<file path="config.mk">
export PLATFORM = sky130hd
export DESIGN_NAME = cordic_sequencer
export DESIGN_NICKNAME = d
export VERILOG_FILES = /design/src/rtl/cordic_sequencer.sv
export SDC_FILE = /design/constraint.sdc
export NUM_CORES = 1
export LEC_CHECK = 0
export CAP_MARGIN = 20
export CORE_MARGIN = 2
export CORE_UTILIZATION = 60
export DETAILED_ROUTE_END_ITERATION = 8
export HOLD_SLACK_MARGIN = 0.03
export PLACE_DENSITY_LB_ADDON = 0.05
export SETUP_SLACK_MARGIN = 0.05
export SYNTH_ARGS = -nofsm -noshare
export SYNTH_HDL_FRONTEND = slang
export SYNTH_SLANG_ARGS = --single-unit
</file>
<file path="constraint.sdc">
create_clock -name clk_i -period 4.23 [get_ports clk_i]
set_input_delay 0.423 -clock clk_i [delete_from_list [all_inputs] [get_ports clk_i]]
set_output_delay 0.423 -clock clk_i [all_outputs]
set_load 0.01 [all_outputs]
</file>
<file path="src/rtl/cordic_sequencer.sv">
// Iterative CORDIC sine/cosine: quadrant pre-rotation, then N_ITER micro-rotations on one shared stage.
// Optional output clamping is enabled by defining CORDIC_SATURATION_EN; otherwise results truncate and wrap.
module cordic_sequencer #(
  parameter int N_FRAC = 7,
  parameter int N_ITER = 6
) (
  input  logic                     clk_i,
  input  logic                     rst_i,
  input  logic signed [N_FRAC:0]   z_i,
  input  logic                     start_strobe_i,
  output logic                     busy_o,
  output logic signed [N_FRAC:0]   cos_o,
  output logic signed [N_FRAC:0]   sin_o,
  output logic                     data_out_valid_strobe_o
);

  localparam int DW = N_FRAC + 1;
  localparam int IW = N_FRAC + 2;
  localparam int K_INT = $rtoi(0.60725 * (2.0 ** N_FRAC) + 0.5);
  localparam logic signed [IW-1:0] K = IW'(K_INT);
  localparam logic signed [DW-1:0] QUARTER = DW'(1 << (N_FRAC - 1));
  localparam logic [2:0] LAST_ITER = 3'(N_ITER - 1);
`ifdef CORDIC_SATURATION_EN
  localparam logic signed [IW-1:0] MAXV = IW'((1 << N_FRAC) - 1);
  localparam logic signed [IW-1:0] MINV = -MAXV;
`endif

  typedef enum logic {
    IDLE = 1'b0,
    ITER = 1'b1
  } state_t;

  state_t                r_state;
  state_t                w_nextState;
  logic [2:0]            r_iter;
  logic signed [IW-1:0]  r_x;
  logic signed [IW-1:0]  r_y;
  logic signed [DW-1:0]  r_z;
  logic signed [DW-1:0]  r_cos;
  logic signed [DW-1:0]  r_sin;
  logic                  r_strobe;

  logic                  w_load;
  logic                  w_last;
  logic signed [IW-1:0]  w_loadX;
  logic signed [IW-1:0]  w_loadY;
  logic signed [DW-1:0]  w_loadZ;
  logic signed [IW-1:0]  w_xShift;
  logic signed [IW-1:0]  w_yShift;
  logic signed [DW-1:0]  w_atan;
  logic signed [IW-1:0]  w_nextX;
  logic signed [IW-1:0]  w_nextY;
  logic signed [DW-1:0]  w_nextZ;
  logic signed [DW-1:0]  w_cosOut;
  logic signed [DW-1:0]  w_sinOut;

  // Angle table in phase units (pi = 2^N_FRAC), scaled up for wider phase words.
  function automatic logic signed [DW-1:0] atanEntry(input logic [2:0] idx);
    logic [DW-1:0] base;
    case (idx)
      3'd0:    base = DW'(32);
      3'd1:    base = DW'(19);
      3'd2:    base = DW'(10);
      3'd3:    base = DW'(5);
      3'd4:    base = DW'(3);
      3'd5:    base = DW'(1);
      3'd6:    base = DW'(1);
      default: base = DW'(0);
    endcase
    return base << (N_FRAC - 7);
  endfunction

  always_comb begin
    w_nextState = r_state;
    w_load      = 1'b0;
    w_last      = 1'b0;
    case (r_state)
      IDLE: begin
        if (start_strobe_i) begin
          w_nextState = ITER;
          w_load      = 1'b1;
        end
      end
      ITER: begin
        if (r_iter == LAST_ITER) begin
          w_nextState = IDLE;
          w_last      = 1'b1;
        end
      end
    endcase
  end

  // Pre-rotate by +/-pi/2 so the remaining angle lies inside the CORDIC convergence range.
  always_comb begin
    w_loadX = K;
    w_loadY = '0;
    w_loadZ = z_i;
    if (z_i > QUARTER) begin
      w_loadX = '0;
      w_loadY = K;
      w_loadZ = z_i - QUARTER;
    end else if (z_i < -QUARTER) begin
      w_loadX = '0;
      w_loadY = -K;
      w_loadZ = z_i + QUARTER;
    end
  end

  always_comb begin
    w_xShift = r_x >>> r_iter;
    w_yShift = r_y >>> r_iter;
    w_atan   = atanEntry(r_iter);
    if (!r_z[DW-1]) begin
      w_nextX = r_x - w_yShift;
      w_nextY = r_y + w_xShift;
      w_nextZ = r_z - w_atan;
    end else begin
      w_nextX = r_x + w_yShift;
      w_nextY = r_y - w_xShift;
      w_nextZ = r_z + w_atan;
    end
  end

  always_comb begin
`ifdef CORDIC_SATURATION_EN
    w_cosOut = w_nextX[DW-1:0];
    w_sinOut = w_nextY[DW-1:0];
    if (w_nextX > MAXV)      w_cosOut = MAXV[DW-1:0];
    else if (w_nextX < MINV) w_cosOut = MINV[DW-1:0];
    if (w_nextY > MAXV)      w_sinOut = MAXV[DW-1:0];
    else if (w_nextY < MINV) w_sinOut = MINV[DW-1:0];
`else
    w_cosOut = w_nextX[DW-1:0];
    w_sinOut = w_nextY[DW-1:0];
`endif
  end

  always_ff @(posedge clk_i) begin
    if (rst_i) begin
      r_state  <= IDLE;
      r_iter   <= '0;
      r_x      <= '0;
      r_y      <= '0;
      r_z      <= '0;
      r_cos    <= '0;
      r_sin    <= '0;
      r_strobe <= 1'b0;
    end else begin
      r_state  <= w_nextState;
      r_strobe <= w_last;
      if (w_load) begin
        r_x    <= w_loadX;
        r_y    <= w_loadY;
        r_z    <= w_loadZ;
        r_iter <= '0;
      end else if (r_state == ITER) begin
        r_x    <= w_nextX;
        r_y    <= w_nextY;
        r_z    <= w_nextZ;
        r_iter <= w_last ? 3'd0 : r_iter + 3'd1;
      end
      if (w_last) begin
        r_cos <= w_cosOut;
        r_sin <= w_sinOut;
      end
    end
  end

  assign busy_o                  = (r_state == ITER);
  assign cos_o                   = r_cos;
  assign sin_o                   = r_sin;
  assign data_out_valid_strobe_o = r_strobe;

endmodule

</file>
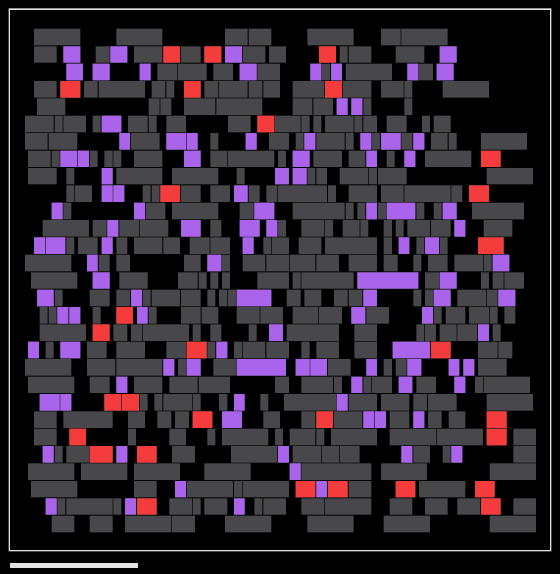
Fig. 1. Logic cells by family.
Bar = 20 µm.
Key: red = non-inverting ao/oa cells [cells 30, where widely spread]; purple = aoi and oai cells [cells 107, where widely spread]

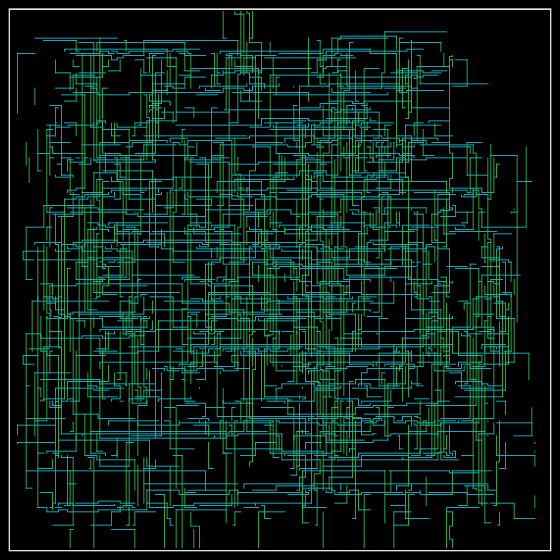
Fig. 2. Signal wires by layer.
Two of the layers only.
Key: green = M2 [wire length 4510 µm]; cyan = M1 [wire length 4540 µm]

==> job_summary.md <==
### Flow metrics

| Metric | Value |
|---|---|
| Status | `completed` |
| Post-CTS Resized | `0` |
| Main logic family | `AND-OR/OR-AND gates` |
| Hold Buf Count CTS | `0` |
| Combinational Gates | `369` |
| Comb/total area | `0.633` |
| FF/Latch Area | `around 940 µm²` |
| CTS Buf Count | `5` |
| Vias per inst | `6.22` |
| Worst Path Buf+Inv | `1` |
| DP Area | `4220 µm²` |
| # H-tree levels | `2` |
| Max Used Layer | `met4` |
| Via count | `around 3500` |
| Core area | `about 6300 µm²` |
| Least-Margin Pin Slew | `0.571 ns` |
| Wire length per cell | `17.5 µm` |
| Reg2reg end | `r_y[6]$_SDFFE_PP0P_` |
| CTS root buffer | `clkbuf_8` |
| Post-synth top flop | `dfxtp_1` |
| DP Worst Slack | `approximately 0.37 ns` |
| Layout cells sized above 1 | `0.0809` |
| CTS tree | `yes` |
| P_clk | `approximately 0.35 mW` |
| Vias in the first global route | `approximately 3400` |
| Die y size | `84.5 µm` |
| Clk cell area share | `0.0266` |
| Buffering overhead | `0.0838` |
| AND-OR/OR-AND Cells, Area Fraction | `0.245` |
| Stages on worst setup path | `16` |
| First-pass GRT wire length | `around 16000 µm` |
| Sequential share of cell area | `0.218` |
| Critical Path, Cell by Cell | `buf_4, mux4_2, and2_1, a21oi_1, ha_1, nor2_1, xor2_1, ha_1, a21oi_1, nor2b_1, o21a_1, o21ai_0, nor2b_1, xnor2_1, a21oi_1, nor2_1` |
| Worst VDD drop | `0.463 mV` |
| Synth Area in Adders | `0.131` |
| Crit-path leading delay family | `AND-OR/OR-AND gates` |
| Min Tclk post-route | `3.97 ns` |
| WL met1 | `roughly 4500 µm` |
| Reg2reg setup slack | `approximately 0.26 ns` |
| Capturing element type of the critical path | `flip-flop` |
| Gate power share | `0.569` |
| Cells after Synth | `~460` |
| Critical Path AT | `approximately 4.2 ns` |
Power figures rest on the tool's default switching activity, not on a simulated workload.
